Figure 1. Cell outlines without signal wires (run 1).
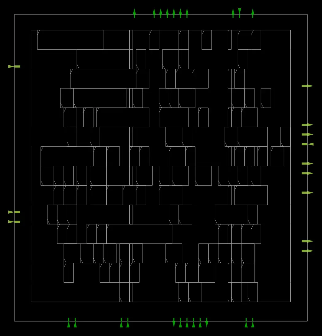
Figure 2. Wire density map (run 1).
(6 px per um) The die is cut into 8 by 9 equal tiles; dark purple is low, yellow is high, scaled to the fullest tile. Values are wire area over tile area, all layers added.
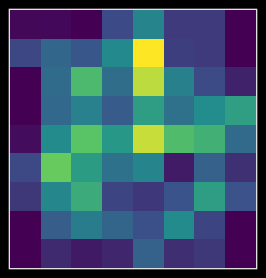
Figure 3. Signal wires by layer (run 1).
(8 px per um) Only two layers are drawn.
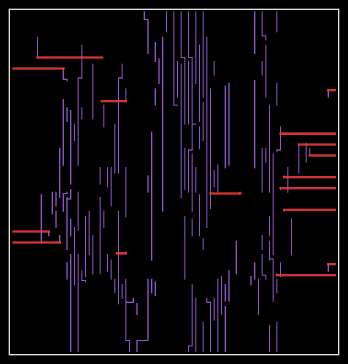
Figure 4. Logic cells by family (run 1).
(8 px per um)
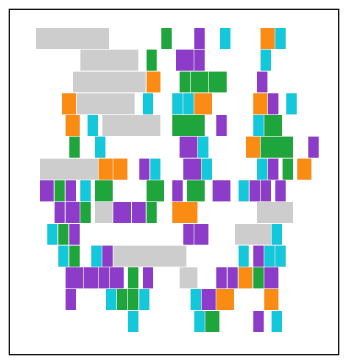
**src/rtl/mips_mc_pkg.sv**
```systemverilog
// Shared encodings for the MIPS multicycle control FSM: states, opcodes, functs and steering codes.
package mips_mc_pkg;

  localparam int unsigned ST_BITS = 4;

  typedef enum logic [ST_BITS-1:0] {
    FETCH    = 4'd0,
    DECODE   = 4'd1,
    MEMADR   = 4'd2,
    MEMRD    = 4'd3,
    MEMWB    = 4'd4,
    MEMWR    = 4'd5,
    EXECUTE  = 4'd6,
    ALUWB    = 4'd7,
    BRANCH   = 4'd8,
    ADDIEXEC = 4'd9,
    ADDIWB   = 4'd10,
    JUMP     = 4'd11
  } state_t;

  localparam logic [5:0] OP_RTYPE = 6'h00;
  localparam logic [5:0] OP_LW    = 6'h23;
  localparam logic [5:0] OP_SW    = 6'h2B;
  localparam logic [5:0] OP_BEQ   = 6'h04;
  localparam logic [5:0] OP_BNE   = 6'h05;
  localparam logic [5:0] OP_ADDI  = 6'h08;
  localparam logic [5:0] OP_J     = 6'h02;

  localparam logic [5:0] FN_ADD = 6'h20;
  localparam logic [5:0] FN_SUB = 6'h22;
  localparam logic [5:0] FN_AND = 6'h24;
  localparam logic [5:0] FN_OR  = 6'h25;
  localparam logic [5:0] FN_SLT = 6'h2A;

  localparam logic [2:0] ALU_ADD = 3'b010;
  localparam logic [2:0] ALU_SUB = 3'b110;
  localparam logic [2:0] ALU_AND = 3'b000;
  localparam logic [2:0] ALU_OR  = 3'b001;
  localparam logic [2:0] ALU_SLT = 3'b111;

  localparam logic [1:0] ALUOP_ADD   = 2'b00;
  localparam logic [1:0] ALUOP_SUB   = 2'b01;
  localparam logic [1:0] ALUOP_FUNCT = 2'b10;

  localparam logic [1:0] SRCB_B      = 2'b00;
  localparam logic [1:0] SRCB_FOUR   = 2'b01;
  localparam logic [1:0] SRCB_IMM    = 2'b10;
  localparam logic [1:0] SRCB_IMM_SH = 2'b11;

  localparam logic [1:0] PCSRC_ALU    = 2'b00;
  localparam logic [1:0] PCSRC_ALUOUT = 2'b01;
  localparam logic [1:0] PCSRC_JUMP   = 2'b10;

endpackage

```
**src/rtl/mips_mc_alu_dec.sv**
```systemverilog
// ALU decoder: maps the FSM's ALUOp class plus Funct onto the 3-bit ALUControl code.
import mips_mc_pkg::*;

module mips_mc_alu_dec (
  input  logic [1:0] alu_op,
  input  logic [5:0] funct,
  output logic [2:0] alu_control
);

  always_comb begin
    alu_control = ALU_ADD;
    case (alu_op)
      ALUOP_SUB: alu_control = ALU_SUB;
      ALUOP_FUNCT: begin
        // Unknown funct falls back to add; write-back still happens.
        case (funct)
          FN_SUB:  alu_control = ALU_SUB;
          FN_AND:  alu_control = ALU_AND;
          FN_OR:   alu_control = ALU_OR;
          FN_SLT:  alu_control = ALU_SLT;
          default: alu_control = ALU_ADD;
        endcase
      end
      default: alu_control = ALU_ADD;
    endcase
  end

endmodule

```
**src/rtl/mips_mc_control.sv**
```systemverilog
// Moore multicycle control FSM for the MIPS datapath (lw, sw, R-type, beq, addi, j).
// Define MIPS_MC_CTRL_BNE_EN to add bne (opcode 0x05) through the BRANCH state.
import mips_mc_pkg::*;

module mips_mc_control #(
  parameter int unsigned STATE_W = 4
) (
  input  logic               clk,
  input  logic               reset,
  input  logic [5:0]         Opcode,
  input  logic [5:0]         Funct,
  input  logic               Zero,
  output logic               PCen,
  output logic               IorD,
  output logic               MemWrite,
  output logic               IRWrite,
  output logic               RegDst,
  output logic               MemtoReg,
  output logic               RegWrite,
  output logic               ALUSrcA,
  output logic [1:0]         ALUSrcB,
  output logic [2:0]         ALUControl,
  output logic [1:0]         PCsrc,
  output logic [STATE_W-1:0] state_o
);

  state_t     state, next_state;
  logic       pc_write, branch, taken;
  logic       ir_write_c, mem_write_c, reg_write_c;
  logic [1:0] alu_op;

  always_ff @(posedge clk) begin
    if (!reset) state <= FETCH;
    else        state <= next_state;
  end

`ifdef MIPS_MC_CTRL_BNE_EN
  logic is_bne;

  // Remembers which branch flavour DECODE saw, since BRANCH no longer looks at Opcode.
  always_ff @(posedge clk) begin
    if (!reset)              is_bne <= 1'b0;
    else if (state == DECODE) is_bne <= (Opcode == OP_BNE);
  end

  assign taken = is_bne ? ~Zero : Zero;
`else
  assign taken = Zero;
`endif

  always_comb begin
    next_state  = FETCH;
    pc_write    = 1'b0;
    branch      = 1'b0;
    ir_write_c  = 1'b0;
    mem_write_c = 1'b0;
    reg_write_c = 1'b0;
    IorD        = 1'b0;
    RegDst      = 1'b0;
    MemtoReg    = 1'b0;
    ALUSrcA     = 1'b0;
    ALUSrcB     = SRCB_B;
    alu_op      = ALUOP_ADD;
    PCsrc       = PCSRC_ALU;
    case (state)
      FETCH: begin
        next_state = DECODE;
        ALUSrcB    = SRCB_FOUR;
        ir_write_c = 1'b1;
        pc_write   = 1'b1;
      end
      DECODE: begin
        ALUSrcB = SRCB_IMM_SH;
        case (Opcode)
          OP_LW, OP_SW: next_state = MEMADR;
          OP_RTYPE:     next_state = EXECUTE;
          OP_BEQ:       next_state = BRANCH;
`ifdef MIPS_MC_CTRL_BNE_EN
          OP_BNE:       next_state = BRANCH;
`endif
          OP_ADDI:      next_state = ADDIEXEC;
          OP_J:         next_state = JUMP;
          default:      next_state = FETCH;
        endcase
      end
      MEMADR, ADDIEXEC: begin
        next_state = (state == ADDIEXEC) ? ADDIWB
                   : ((Opcode == OP_SW) ? MEMWR : MEMRD);
        ALUSrcA    = 1'b1;
        ALUSrcB    = SRCB_IMM;
      end
      MEMRD: begin
        next_state = MEMWB;
        IorD       = 1'b1;
      end
      MEMWB: begin
        MemtoReg    = 1'b1;
        reg_write_c = 1'b1;
      end
      MEMWR: begin
        IorD        = 1'b1;
        mem_write_c = 1'b1;
      end
      EXECUTE: begin
        next_state = ALUWB;
        ALUSrcA    = 1'b1;
        alu_op     = ALUOP_FUNCT;
      end
      ALUWB: begin
        RegDst      = 1'b1;
        reg_write_c = 1'b1;
      end
      BRANCH: begin
        ALUSrcA = 1'b1;
        alu_op  = ALUOP_SUB;
        PCsrc   = PCSRC_ALUOUT;
        branch  = 1'b1;
      end
      ADDIWB: reg_write_c = 1'b1;
      JUMP: begin
        PCsrc    = PCSRC_JUMP;
        pc_write = 1'b1;
      end
      default: next_state = FETCH;
    endcase
  end

  mips_mc_alu_dec u_alu_dec (
    .alu_op      (alu_op),
    .funct       (Funct),
    .alu_control (ALUControl)
  );

  // Architectural writes are suppressed while reset is held so an aborted instruction leaves no trace.
  assign PCen     = reset & (pc_write | (branch & taken));
  assign IRWrite  = reset & ir_write_c;
  assign MemWrite = reset & mem_write_c;
  assign RegWrite = reset & reg_write_c;
  assign state_o  = STATE_W'(state);

endmodule

```
**config.mk**
```make
export PLATFORM = sky130hd
export DESIGN_NAME = mips_mc_control
export DESIGN_NICKNAME = d
export VERILOG_FILES = /design/src/rtl/mips_mc_pkg.sv /design/src/rtl/mips_mc_alu_dec.sv /design/src/rtl/mips_mc_control.sv
export SDC_FILE = /design/constraint.sdc
export NUM_CORES = 1
export LEC_CHECK = 0
export ABC_AREA = 1
export CORE_AREA = 2 2 39 41
export CTS_BUF_LIST = sky130_fd_sc_hd__clkbuf_16
export CTS_CLUSTER_DIAMETER = 30
export DETAILED_ROUTE_END_ITERATION = 12
export DIE_AREA = 0 0 41 43
export DONT_BUFFER_PORTS = 1
export GPL_TIMING_DRIVEN = 1
export PLACE_DENSITY = 0.55
export SLEW_MARGIN = 10
export SYNTH_ARGS = -nofsm -noshare
export SYNTH_HDL_FRONTEND = slang
export SYNTH_SLANG_ARGS = --single-unit
```
**constraint.sdc**
```tcl
create_clock -name clk -period 3.4 [get_ports clk]
set_input_delay 0.51 -clock clk [delete_from_list [all_inputs] [get_ports clk]]
set_output_delay 0.51 -clock clk [all_outputs]
set_load 0.01 [all_outputs]
```
==> impl_metrics.py, run 1 <==
# Metrics from the implementation run
metrics = {
    "outcome": {
        "run_status": "complete, no violations",
    },
    "sta": {
        "max-slew-margin-rel_pct": 73.87,
        "slew_violations": 0,
        "period_needed_ns": 2.544,
        "totalNegativeSetupSlack_ns": 0,
        "finalSetupViolCount": 0,
        "post-route-worst-setup-slack_ns": 0.8562,
        "rsz0062_at_grt": "no",
    },
    "setup_path": {
        "cpLargestDelayFamily": "simple AND/OR/NAND/NOR gates",
        "cp.required_ns": 2.89,
        "cp_num_buf_inv": 4,
        "worstPathMaxFanout": 6,
        "timing.critical_path.from_type": "register",
    },
    "floorplanning": {
        "die_x_um": 41,
        "boundaryPins": 34,
    },
    "logic_synthesis": {
        "average_size_of_a_mapped_cell_um2": 5.251,
        "synthTopCellsByCount": "sky130_fd_sc_hd__inv_1 (25), sky130_fd_sc_hd__nand2_1 (24), sky130_fd_sc_hd__nor2_1 (14)",
        "post_synth_inst_count": 112,
        "count_of_library_flops_with_an_enable_pin": 0,
        "synthesized_nets": 129,
        "synthFlopType": "sky130_fd_sc_hd__dfxtp_1",
    },
    "clocking": {
        "tritoncts_clock_tree": "built",
        "cts.hold.buffers_added": 0,
        "cts.clk_slew.worst_paths_ns": 0.03,
        "cts_max_level": 1,
    },
    "drt": {
        "detail_route.drc_violations": 0,
        "initialDrtViolationCount": 6,
        "detailedRoute.firstPassIterationCount": 4,
        "via_total_after_detailed_routing": 632,
        "routed_wl_um": 1412,
    },
    "worst_hold_path": {
        "worstHoldPathType": "in2reg",
    },
    "cells_and_area": {
        "antenna-diode-count": 0,
        "area_growth_pct": 16.17,
    },
    "place": {
        "dp.cells": 128,
        "place.port_buffers": 0,
    },
    "pwr": {
        "design_power_total_uw": 271.2,
        "vdd.ir_drop.worst_uv": 308.7,
    },
    "global_routing": {
        "grt_max_degree": 9,
        "number_of_antenna_violations_at_the_first_check_in_global_routing": 0,
    },
}
About Figure 1:
well tap count: 16
# rows: 14
Non-Filler Instances: 131
Floorplan Core Area: 0.001384 mm2

About Figure 2:
The fullest tile reaches 0.41. 13% of the tiles are nearly empty. The emptiest ninth of the die: upper right. The mean over all tiles is 0.13.

About Figure 3:
Key: purple = M2 [wire length 682 um]; red = M3 [wire length 74.9 um]

About Figure 4:
Key: purple = nand cells [cells 38]; orange = aoi and oai cells [cells 14]; cyan = inv cells [cells 29]; green = nor cells [cells 23]

==> run 1: cell families after synthesis <==
kind of cell / after synthesis / synth area share (%)
compound gates: 14 / 12.98
fa+ha+maj: 2 / 4.255
buf+inv: 29 / 18.51
flops: 4 / 13.62
simple gates: 63 / 50.64
==> run 1: area by class of cell <==
class                      instances  area, um2
tap                               16      20.02
inverter                          29      108.9
clock buffer                       3      75.07
sequential                         4      80.08
multi-input combinational         79      399.1
fill                             163      700.7
==> run 1: metal layers <==
metal	up-vias	track usage [%]	share of wire, %
met5	-	0	0
met4	0	10.00	1.7
met3	4	5.236	5.2
met2	18	30.63	48
met1	263	21.54	45
li1	347	-	-
==> run 1: metrics by stage <==
step	hold WS (ns)	cell area, um2
2_1_floorplan	0.6076	588.1
3_3_place_gp	0.6273	608.1
3_5_place_dp	0.6299	608.1
4_1_cts	0.4209	683.2
5_1_grt	0.4214	683.2
6_report	0.4166	683.2
==> run 1: final timing paths <==
path,startpoint,end,slack (ns),cells after the start
setup / recovery,state_o[3]$_SDFF_PN0_,ALUControl[0],0.86,11
hold / removal,reset,state_o[1]$_SDFF_PN0_,0.42,2
setup reg to reg,state_o[0]$_SDFF_PN0_,state_o[1]$_SDFF_PN0_,2.14,8
hold reg to reg,state_o[0]$_SDFF_PN0_,state_o[3]$_SDFF_PN0_,0.75,4
==> run 1: power breakdown <==
group	switching (mW)	internal, mW	leakage, nW
registers	0.00377	0.0489	0.0326
logic	0.0231	0.0104	0.325
clock network	0.0345	0.150	0.0370
total	0.0614	0.210	0.394
==> run 1: worst register-to-register path, stage by stage (launching register included) <==
cell	delay, ns
sky130_fd_sc_hd__dfxtp_1	0.46
sky130_fd_sc_hd__inv_1	0.12
sky130_fd_sc_hd__nor2_2	0.17
sky130_fd_sc_hd__nand2_2	0.11
sky130_fd_sc_hd__nand3_1	0.09
sky130_fd_sc_hd__nand2_1	0.05
sky130_fd_sc_hd__nand3_1	0.08
sky130_fd_sc_hd__nand2_1	0.07
sky130_fd_sc_hd__inv_1	0.05
==> run 1: placed cells by master, fill, tap and decap left out, drive strengths merged <==
cell type  netlist  layout
and2             1       1
nor2            22      22
nand2           28      28
nand3            8       8
nand4            2       2
dfxtp            4       4
a21oi            6       6
clkbuf           0       3
ha               2       2
o21ai            6       6
or2              1       1
nor3             1       1
inv             29      29
o22ai            2       2
==> run 2, diff against run 1 <==
==> constraint.sdc (replaced) <==
create_clock -name clk -period 2.5 [get_ports clk]
set_input_delay 0.375 -clock clk [delete_from_list [all_inputs] [get_ports clk]]
set_output_delay 0.375 -clock clk [all_outputs]
set_load 0.01 [all_outputs]
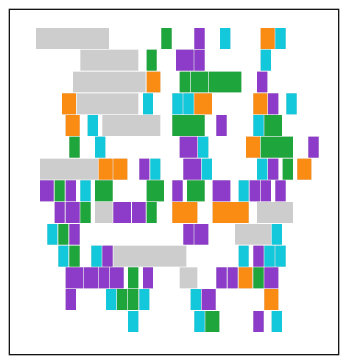
Figure 5: run 2, logic cells by family.
(8 px per um)
Key: orange = aoi and oai cells [cells 14]; green = nor cells [cells 23]; purple = nand cells [cells 38]; cyan = inv cells [cells 29]

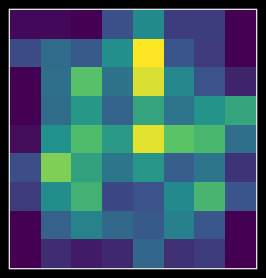
Figure 6: run 2, wire density map.
(6 px per um) The die is cut into 8 by 9 equal tiles; dark purple is low, yellow is high, scaled to the fullest tile. Values are wire area over tile area, all layers added.
The emptiest ninth of the die: upper right. The fullest tile reaches 0.39. The mean over all tiles is 0.13. 13% of the tiles are nearly empty.

==> impl_metrics.py, run 2 <==
# Metrics from the implementation run
metrics = {
    "cells_and_area": {
        "final_cell_count_no_fill": 131,
        "layout_top_cell_excl_fill_tap": "sky130_fd_sc_hd__inv_1",
        "final_layout_top_logic_cells": "sky130_fd_sc_hd__inv_1 (25), sky130_fd_sc_hd__nand2_1 (24), sky130_fd_sc_hd__nor2_1 (14)",
    },
    "sta": {
        "slew_violations": 0,
        "max-slew-margin-rel_pct": 71.41,
    },
    "global_routing": {
        "number_of_antenna_violations_at_the_first_check_in_global_routing": 0,
    },
    "logic_synthesis": {
        "synthesized_nets": 129,
        "synthFlopType": "sky130_fd_sc_hd__dfxtp_1",
        "logic_family": "simple AND/OR/NAND/NOR gates",
        "post_synth_inst_count": 112,
        "synth.cellmix.compoundShare_pct": 12.98,
        "post_synth_fa_ha_maj_area_fraction_pct": 4.255,
        "multiplexer_share_of_the_synthesized_area_pct": 0,
    },
    "place": {
        "dp.cells": 128,
        "placed_cell_area_um2": 608.1,
    },
    "floorplanning": {
        "die_x_um": 41,
        "coreArea_mm2": 0.001384,
    },
    "pwr": {
        "pwr-share-seq_pct": 19.5,
        "swShare_pct": 22.81,
        "cellInternalPower_uw": 286.1,
    },
    "worst_hold_path": {
        "worstHoldPathType": "in2reg",
    },
    "setup_path": {
        "timing.critical_path.from_type": "register",
        "cp.required_ns": 2.12,
    },
    "outcome": {
        "run_status": "complete, no violations",
    },
    "drt": {
        "routed_wl_um": 1459,
    },
}
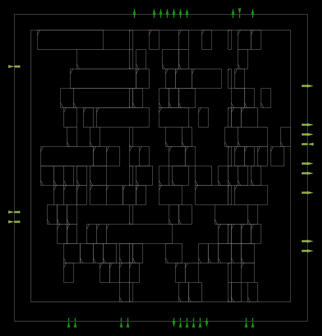
Figure 7: run 2, cell outlines without signal wires.
number of flip-flops and latches: 4
fillers: 160
Post-Route Utilization: 50.27%
share of cell area taken by flip-flops and latches: 11.69%

[run 2: cells by family after synthesis]
logic type | after synthesis
compound gates | 14
fa+ha+maj | 2
buf+inv | 29
flops | 4
simple gates | 63
[run 2: stage by stage]
| step | worst slack, ns | power, mW |
|---|---|---|
| final | 0.1477 | 0.3707 |
| after global routing | 0.02481 | 0.3850 |
| after CTS | 0.07133 | 0.3746 |
| after detailed placement | 0.3186 | 0.1186 |
| after global placement | 0.3555 | 0.1179 |
| after floorplan | 0.4518 | 0.1101 |
[run 2: cell type report]
| class | count | area (um2) |
|---|---|---|
| inverters | 29 | 108.9 |
| fillers | 160 | 688.2 |
| clock buffers | 3 | 75.07 |
| flip-flops and latches | 4 | 81.33 |
| multi-input cells | 79 | 410.4 |
| well taps | 16 | 20.02 |
[run 2: timing repair]
| item | in CTS | in global routing |
|---|---|---|
| setup endpoints to repair | 0 | 1 |
| endpoints found under the hold margin | 0 | 0 |
| gates resized | 0 | 3 |
| hold buffers | 0 | 0 |
[run 2: critical path, cell delays in order, from the launching register on]
cell                      delay [ns]
sky130_fd_sc_hd__dfxtp_1        0.49
sky130_fd_sc_hd__inv_1          0.13
sky130_fd_sc_hd__nand2_2        0.15
sky130_fd_sc_hd__inv_2          0.05
sky130_fd_sc_hd__nand2_2        0.09
sky130_fd_sc_hd__inv_1          0.05
sky130_fd_sc_hd__ha_1           0.28
sky130_fd_sc_hd__inv_1          0.07
sky130_fd_sc_hd__nand2_1        0.05
sky130_fd_sc_hd__nor2_1         0.11
sky130_fd_sc_hd__nand2_1        0.08
sky130_fd_sc_hd__o22ai_2        0.20
[run 2: final timing paths]
check	startpoint	endpoint	slack, ns	cells past startpoint
worst max register to register	state_o[0]$_SDFF_PN0_	state_o[1]$_SDFF_PN0_	1.20	8
worst min-delay path	reset	state_o[1]$_SDFF_PN0_	0.28	2
worst min register to register	state_o[3]$_SDFF_PN0_	state_o[0]$_SDFF_PN0_	0.66	3
worst max-delay path	state_o[0]$_SDFF_PN0_	ALUControl[0]	0.15	11
[run 2: layer usage]
layer  share of wire (%)  GRT usage, %
met5                   0             0
met2                  50         30.63
met4                 1.6         10.00
met1                  44         21.54
met3                 5.1         5.236
[run 2: power by group through the flow]
stage               registers (mW)  clock network [mW]  logic, mW
floorplan                   0.0714                   0     0.0387
global placement            0.0726                   0     0.0453
detailed placement          0.0727                   0     0.0459
CTS                         0.0715               0.257     0.0463
global route                0.0724               0.260     0.0530
finish                      0.0724               0.251     0.0469
==> run 3, diff against run 2 <==
--- a/config.mk
+++ b/config.mk
@@ -12,7 +12,6 @@
 export DETAILED_ROUTE_END_ITERATION = 12
 export DIE_AREA = 0 0 41 43
 export DONT_BUFFER_PORTS = 1
-export GPL_TIMING_DRIVEN = 1
 export PLACE_DENSITY = 0.55
 export SLEW_MARGIN = 10
 export SYNTH_ARGS = -nofsm -noshare
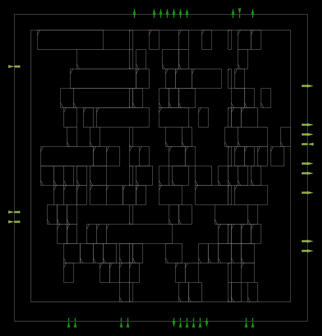
Figure 8: run 3, cell outlines without signal wires.

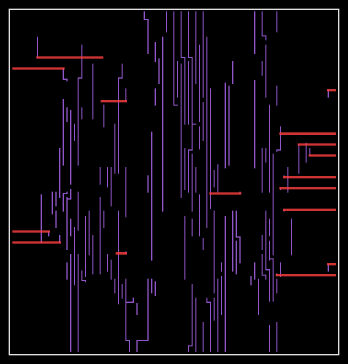
Figure 9: run 3, signal wires by layer.
(8 px per um) Only two layers are drawn.
Key: red = M3 [wire length 74.9 um]; purple = M2 [wire length 725 um]

==> impl_metrics.py, run 3 <==
# Metrics from the implementation run
metrics = {
    "sta": {
        "period_needed_ns": 2.352,
        "totalNegativeSetupSlack_ns": 0,
        "finalSetupViolCount": 0,
    },
    "floorplanning": {
        "std_cell_rows": 14,
        "coreArea_mm2": 0.001384,
        "boundaryPins": 34,
        "die_x_um": 41,
    },
    "drt": {
        "detailedRoute.firstPassIterationCount": 4,
        "via_total_after_detailed_routing": 639,
        "routed_wl_um": 1459,
    },
    "global_routing": {
        "number_of_antenna_violations_at_the_first_check_in_global_routing": 0,
    },
    "clocking": {
        "cts_max_level": 1,
        "cts.hold.buffers_added": 0,
    },
    "outcome": {
        "run_status": "complete, no violations",
    },
    "cells_and_area": {
        "layout_top_cell_excl_fill_tap": "sky130_fd_sc_hd__inv_1",
        "final_layout_top_logic_cells": "sky130_fd_sc_hd__inv_1 (25), sky130_fd_sc_hd__nand2_1 (24), sky130_fd_sc_hd__nor2_1 (14)",
        "n_fill_cell": 160,
    },
    "logic_synthesis": {
        "synthesized_nets": 129,
        "synthFlopType": "sky130_fd_sc_hd__dfxtp_1",
        "average_size_of_a_mapped_cell_um2": 5.251,
    },
    "setup_path": {
        "timing.critical_path.from_type": "register",
    },
    "place": {
        "place.port_buffers": 0,
    },
}
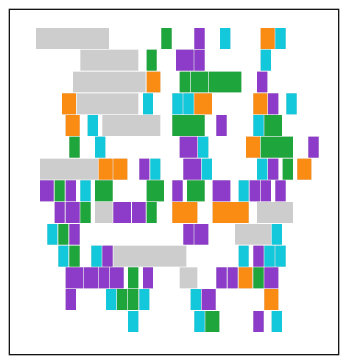
Figure 10: run 3, logic cells by family.
(8 px per um)
Key: green = nor cells [cells 23]; purple = nand cells [cells 38]; orange = aoi and oai cells [cells 14]; cyan = inv cells [cells 29]

[run 3: cell counts in the layout (fill, tap and decap cells not counted)]
No cell type changed its count.
[run 3: area by class of cell]
type	count	area (um2)	area share (%)
multi-input cells	79	410.4	58.99
inverters	29	108.9	15.65
flip-flops and latches	4	81.33	11.69
clock buffers	3	75.07	10.79
well taps	16	20.02	2.878
[run 3: cell families (layout without fill, tap and decap cells)]
logic type	count (synthesis)	count (layout)	share of synthesized area, %
simple gates	63	63	50.64
buf+inv	29	32	18.51
compound gates	14	14	12.98
flops	4	4	13.62
fa+ha+maj	2	2	4.255
[run 3: worst paths after layout]
path	start	endpoint	slack, ns	cells past startpoint
hold reg to reg	state_o[3]$_SDFF_PN0_	state_o[0]$_SDFF_PN0_	0.66	3
hold / removal	reset	state_o[1]$_SDFF_PN0_	0.28	2
setup / recovery	state_o[0]$_SDFF_PN0_	ALUControl[0]	0.15	11
setup reg to reg	state_o[0]$_SDFF_PN0_	state_o[1]$_SDFF_PN0_	1.20	8
[run 3: stage by stage]
stage / cells / hold slack [ns] / area (um2) / setup WS [ns] / util, %
4_1_cts: 131 / 0.2859 / 683.2 / 0.07133 / 49.37
6_report: 131 / 0.2816 / 695.7 / 0.1477 / 50.27
2_1_floorplan: 112 / 0.4726 / 588.1 / 0.4518 / -
5_1_grt: 131 / 0.2864 / 695.7 / 0.02481 / 50.27
3_5_place_dp: 128 / 0.4949 / 608.1 / 0.3186 / 43.94
3_3_place_gp: 128 / 0.4923 / 608.1 / 0.3555 / 43.94
[run 3: worst max-delay path, stage by stage, from the launching register on]
cell,delay (ns)
sky130_fd_sc_hd__dfxtp_1,0.49
sky130_fd_sc_hd__inv_1,0.13
sky130_fd_sc_hd__nand2_2,0.15
sky130_fd_sc_hd__inv_2,0.05
sky130_fd_sc_hd__nand2_2,0.09
sky130_fd_sc_hd__inv_1,0.05
sky130_fd_sc_hd__ha_1,0.28
sky130_fd_sc_hd__inv_1,0.07
sky130_fd_sc_hd__nand2_1,0.05
sky130_fd_sc_hd__nor2_1,0.11
sky130_fd_sc_hd__nand2_1,0.08
sky130_fd_sc_hd__o22ai_2,0.20
[run 3: power breakdown]
group / internal (mW) / switching, mW
clock network: 0.205 / 0.0469
registers: 0.0666 / 0.00579
logic: 0.0150 / 0.0318
[run 3: metal layers]
metal | wire length [um] | global-route usage [%] | part of all wire [%] | up-vias
li1 | - | - | - | 348
met1 | 635 | 21.54 | 44 | 269
met2 | 724 | 30.63 | 50 | 18
met3 | 74 | 5.236 | 5.1 | 4
met4 | 24 | 10.00 | 1.6 | 0
met5 | 0 | 0 | 0 | -
No activity file was given, so power comes from the tool's default toggle rates.
